==> config.mk <==
export PLATFORM = sky130hd
export DESIGN_NAME = serial_ha_adder
export DESIGN_NICKNAME = d
export VERILOG_FILES = /design/src/rtl/serial_ha_adder.sv
export SDC_FILE = /design/constraint.sdc
export NUM_CORES = 1
export LEC_CHECK = 0
export CAP_MARGIN = 25
export CORE_AREA = 10 10 63 65
export DETAILED_ROUTE_END_ITERATION = 16
export DIE_AREA = 0 0 73 75
export PLACE_DENSITY = 0.92
export SLEW_MARGIN = 20
export SYNTH_ARGS = -nofsm -noshare
export SYNTH_HDL_FRONTEND = slang
export SYNTH_SLANG_ARGS = --single-unit
==> constraint.sdc <==
create_clock -name clk -period 2.2 [get_ports clk]
set_input_delay 0.22 -clock clk [delete_from_list [all_inputs] [get_ports clk]]
set_output_delay 0.22 -clock clk [all_outputs]
set_load 0.1 [all_outputs]
==> src/rtl/serial_ha_adder.sv <==
// Bit-serial adder controller: feeds an external half-adder cell one bit pair per cycle
// (LSB first) and completes each bit with an internal second half-adder stage plus carry flop.
module serial_ha_adder #(
    parameter int unsigned WIDTH = 8
) (
    input  logic             clk,
    input  logic             rst,
    input  logic             start,
    input  logic [WIDTH-1:0] a,
    input  logic [WIDTH-1:0] b,
    output logic             ha_x,
    output logic             ha_y,
    input  logic             ha_sum,
    input  logic             ha_carry,
    output logic             busy,
    output logic             done,
    output logic [WIDTH-1:0] sum,
    output logic             cout
);

    localparam int unsigned CNT_W = $clog2(WIDTH + 1);

    typedef enum logic [1:0] {
        IDLE = 2'd0,
        RUN  = 2'd1,
        DONE = 2'd2
    } state_e;

    state_e             state_q, state_d;
    logic [WIDTH-1:0]   a_q, a_d;
    logic [WIDTH-1:0]   b_q, b_d;
    logic [WIDTH-1:0]   sum_q, sum_d;
    logic [CNT_W-1:0]   cnt_q, cnt_d;
    logic               carry_q, carry_d;
    logic               cout_q, cout_d;
    logic               busy_q, busy_d;
    logic               done_q, done_d;
    logic               bit_c;
    logic               carry_next_c;

    // Second half-adder stage folds the running carry into the cell's result
    assign bit_c        = ha_sum ^ carry_q;
    assign carry_next_c = ha_carry | (ha_sum & carry_q);

    always_ff @(posedge clk) begin
        if (rst) begin
            state_q <= IDLE;
            a_q     <= '0;
            b_q     <= '0;
            sum_q   <= '0;
            cnt_q   <= '0;
            carry_q <= 1'b0;
            cout_q  <= 1'b0;
            busy_q  <= 1'b0;
            done_q  <= 1'b0;
        end else begin
            state_q <= state_d;
            a_q     <= a_d;
            b_q     <= b_d;
            sum_q   <= sum_d;
            cnt_q   <= cnt_d;
            carry_q <= carry_d;
            cout_q  <= cout_d;
            busy_q  <= busy_d;
            done_q  <= done_d;
        end
    end

    always_comb begin
        state_d = state_q;
        a_d     = a_q;
        b_d     = b_q;
        sum_d   = sum_q;
        cnt_d   = cnt_q;
        carry_d = carry_q;
        cout_d  = cout_q;
        busy_d  = 1'b0;
        done_d  = 1'b0;

        case (state_q)
            IDLE, DONE: begin
                if (start) begin
                    state_d = RUN;
                    a_d     = a;
                    b_d     = b;
                    sum_d   = '0;
                    cnt_d   = '0;
                    carry_d = 1'b0;
                    cout_d  = 1'b0;
                    busy_d  = 1'b1;
                end else begin
                    state_d = IDLE;
                end
            end
            RUN: begin
                sum_d   = {bit_c, sum_q[WIDTH-1:1]};
                a_d     = a_q >> 1;
                b_d     = b_q >> 1;
                carry_d = carry_next_c;
                cnt_d   = cnt_q + CNT_W'(1);
                if (cnt_q == CNT_W'(WIDTH - 1)) begin
                    cout_d  = carry_next_c;
                    state_d = DONE;
                    done_d  = 1'b1;
                end else begin
                    busy_d  = 1'b1;
                end
            end
            default: state_d = IDLE;
        endcase
    end

    // Operand bits reach the cell only while an add is running
    assign ha_x = (state_q == RUN) & a_q[0];
    assign ha_y = (state_q == RUN) & b_q[0];

    assign busy = busy_q;
    assign done = done_q;
    assign sum  = sum_q;
    assign cout = cout_q;

endmodule

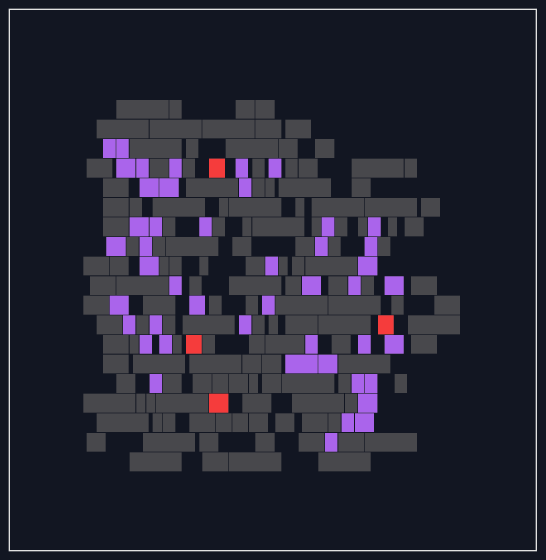
Run 1: gate-type map
[red] AND and OR gates | cells: 4 | most used: and2_1
[purple] inverting AOI/OAI gates | cells: 46 | most used: a21oi_1

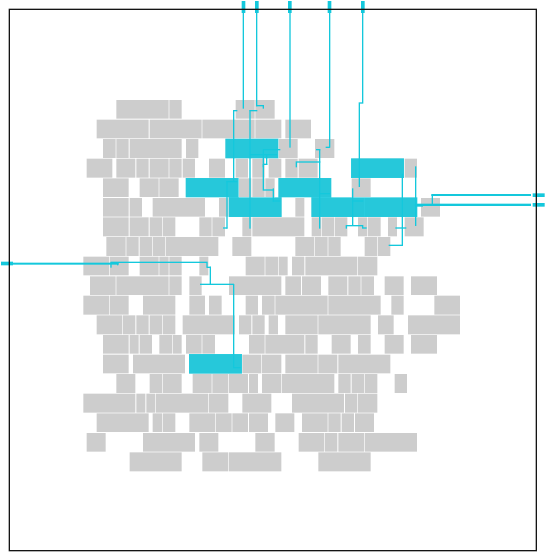
Run 1: I/O nets highlighted
[cyan] sum | bits: 8 | direction: output | edge: 5 north, 2 east, 1 west | end cells: 8 | buffers: 8 | wire: 273 um
number of placed I/O pins: 34
I/O Buffers: 33

==> metrics.yaml, run 1 <==
synthesis:
  yosysWarningCount: 0
  synth.top_cells.by_count: "34 x dfxtp_1, 29 x a21oi_1, 29 x nand3_1, 14 x a22oi_1, 11 x nand2_1"
layout:
  layout.clock.cell_area_share_pct: 2.55
  multi_input_comb_cells: 107
  n_all_inverters: 0
floorplan:
  overall_die_height_um: 75
  die.size.x_um: 73
cts:
  post_cts.resized_instances: 0
  cts.reportedPaths.clkPinSlew_ps: 90
  post_cts_hold_buffer_count: 0
  cts-root-buf: "clkbuf_4"
worst_setup_path:
  worstSetupPathType: "reg -> out"
  critical_path.reg2reg.endpoint: "b_q[7]"
  worst_setup_path_start_kind: "flip-flop"
timing:
  fin_skew_ps: 6.41
  timing.final.setup_violations: 0
  slew-limit-headroom_pct: 70.4
  final_critical_path_setup_slack_ps: 562
power:
  largestPowerGroup: "registers"
  power_switching_mw: 0.328
  combPwrFrac_pct: 17.3
place:
  dp_worst_setup_slack_ps: 557
route:
  drcViolationCount: 0
  detailedRoute.firstPassIterationCount: 5
outcome:
  run_status: "finished, final reports clean"
grt:
  largest_net_degree_at_the_start_of_global_routing: 21
min_path:
  min_path_cells: 3
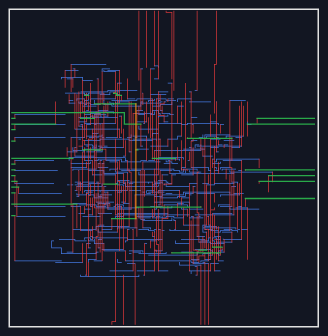
Run 1: metal layers overlaid
[orange] metal 4 | wire length: 27.2 um
[green] metal 3 | wire length: 245 um
[red] metal 2 | wire length: 1680 um
[blue] metal 1 | wire length: 1360 um
overall global routing resource usage: 11.9%
via total after detailed routing: 1252
sum of routed wire length over all layers: 3310 um
average wire per standard cell: 15.0 um

## run 1: per-layer routing
layer | track usage [%] | wire [um]
met1 | 13.1 | 1360
met2 | 20.5 | 1680
met3 | 5.39 | 245
met4 | 3.16 | 27
met5 | 0 | 0
## run 1: critical path: stages, from the launching register on
cell and delay [ps]:
dfxtp_1 370, and2b_1 310, and2_1 230, buf_12 180
## run 1: metrics by stage
step | power [mW] | hold slack, ps | cell area, um2
final | 1.18 | 446 | 1760
after detailed placement | 0.877 | 462 | 1720
after global placement | 0.866 | 453 | 1720
after floorplan | 0.803 | 356 | 1380
after global routing | 1.23 | 451 | 1760
after CTS | 1.18 | 441 | 1760
==> run 2, diff against run 1 <==
--- a/config.mk
+++ b/config.mk
@@ -6,10 +6,10 @@
 export NUM_CORES = 1
 export LEC_CHECK = 0
 export CAP_MARGIN = 25
-export CORE_AREA = 10 10 63 65
+export CORE_AREA = 10 10 65 67
 export DETAILED_ROUTE_END_ITERATION = 16
-export DIE_AREA = 0 0 73 75
-export PLACE_DENSITY = 0.92
+export DIE_AREA = 0 0 75 77
+export PLACE_DENSITY = 0.87
 export SLEW_MARGIN = 20
 export SYNTH_ARGS = -nofsm -noshare
 export SYNTH_HDL_FRONTEND = slang
==> constraint.sdc (replaced) <==
create_clock -name clk -period 1.6 [get_ports clk]
set_input_delay 0.16 -clock clk [delete_from_list [all_inputs] [get_ports clk]]
set_output_delay 0.16 -clock clk [all_outputs]
set_load 0.1 [all_outputs]
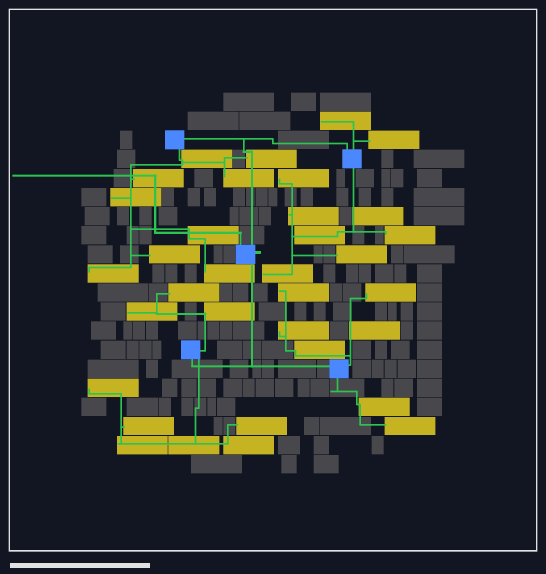
Run 2: clock distribution
Scale bar: 20 um.
[blue] clock drivers | count: 5
[green] clock wires | length: 381 um
[yellow] flip-flops | count: 34
routed clock nets: 6

==> run 2 against run 1 <==
Non-clock buffer count is the same. Via count grew 3.4%. Synthesized cell count is the same. Cell count grew 0.45%. Global-route usage grew 0.52 points. Clock power grew 46%. First-iteration DRC count grew to 2.6 times the previous value. Sequential cell count is the same.
==> metrics.yaml, run 2 <==
route:
  drt-total-wl_um: 3470
  drcViolationCount: 0
  top_layer_used: "met4"
  wl_per_cell_um: 15.6
  routed_length_on_met3_um: 324
  routed-wl-met2_um: 1720
  wirelength_met1_um: 1380
layout:
  final_cell_area_um2: 1930
  bufAreaShareNonClock_pct: 28.1
  layout.clock.cell_area_share_pct: 2.66
  multi_input_comb_cells: 107
synthesis:
  synth_cell_type_count: 24
  yosys.stat.seqShare_pct: 49.5
  yosysWarningCount: 0
  mappedNetlistNets: 179
  synth.top_cells.by_count: "34 x dfxtp_1, 29 x a21oi_1, 29 x nand3_1, 14 x a22oi_1, 11 x nand2_1"
worst_setup_path:
  worstSetupPathType: "reg -> out"
  timing.critical_path.cells: "and2b_2 > and2_2 > buf_12"
  crit_path_max_incr_delay_ps: 330
  crit_family: "simple AND/OR/NAND/NOR gates"
  slowest_cell_on_crit_path: "dfxtp_1"
  cp_num_buf_inv: 1
  critical_path_depth: 3
grt:
  globalRouteTotalUtil_pct: 12.5
  use_met3_pct: 5.53
  use_met2_pct: 21.3
  globalRoute.busiestLayer: "met2"
  largest_net_degree_at_the_start_of_global_routing: 29
  grt_use_met1_pct: 12.8
cts:
  cts.reportedPaths.clkPinSlew_ps: 90
  post_cts_hold_buffer_count: 0
  cts-root-buf: "clkbuf_4"
power:
  power_switching_share_pct: 27.0
  power_switching_mw: 0.450
  power_mw: 1.67
  combPwrFrac_pct: 18.0
  largestPowerGroup: "registers"
floorplan:
  die.size.x_um: 75
  ioPinCount: 34
  overall_die_height_um: 77
timing:
  slew-limit-headroom_pct: 76.3
  final_critical_path_setup_slack_ps: 104
  final.hold.worst_slack_ps: 411
  fin_skew_ps: 4.60
place:
  dp_worst_setup_slack_ps: 105
  port_buffers: 33
outcome:
  run_status: "finished, final reports clean"
min_path:
  min_path_cells: 3
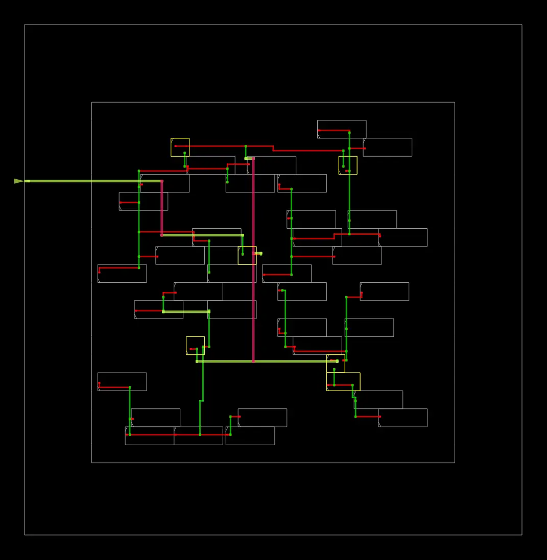
Run 2: clock nets
Worst-Skew Late Latency: 330 ps
clock network power consumption: 0.457 mW
CTS buffer count: 5
Flop Count: 34

-- run 2: worst register-to-register path: cells and delay by family, from the launching register on --
kind	cells	cell delay [ps]
adders and majority gates	1	200
and+or+nand+nor	2	510
AOI/OAI and AO/OA	1	140
DFF	1	380
-- run 2: timing repair --
item / CTS / global route
buffers inserted: 0 / 0
resized: 1 / 0
setup endpoints to repair: 2 / 0
-- run 2: logic make-up (layout without fill, tap and decap cells) --
kind of cell | count (synthesis) | count (layout) | share of synthesized area (%)
DFF | 34 | 34 | 49.5
muxes | 2 | 2 | 1.91
adders and majority gates | 2 | 2 | 1.82
buffers and inverters | 15 | 48 | 6.19
AOI/OAI and AO/OA | 46 | 46 | 19.9
and+or+nand+nor | 57 | 57 | 20.7
No activity file was given, so power comes from the tool's default toggle rates.
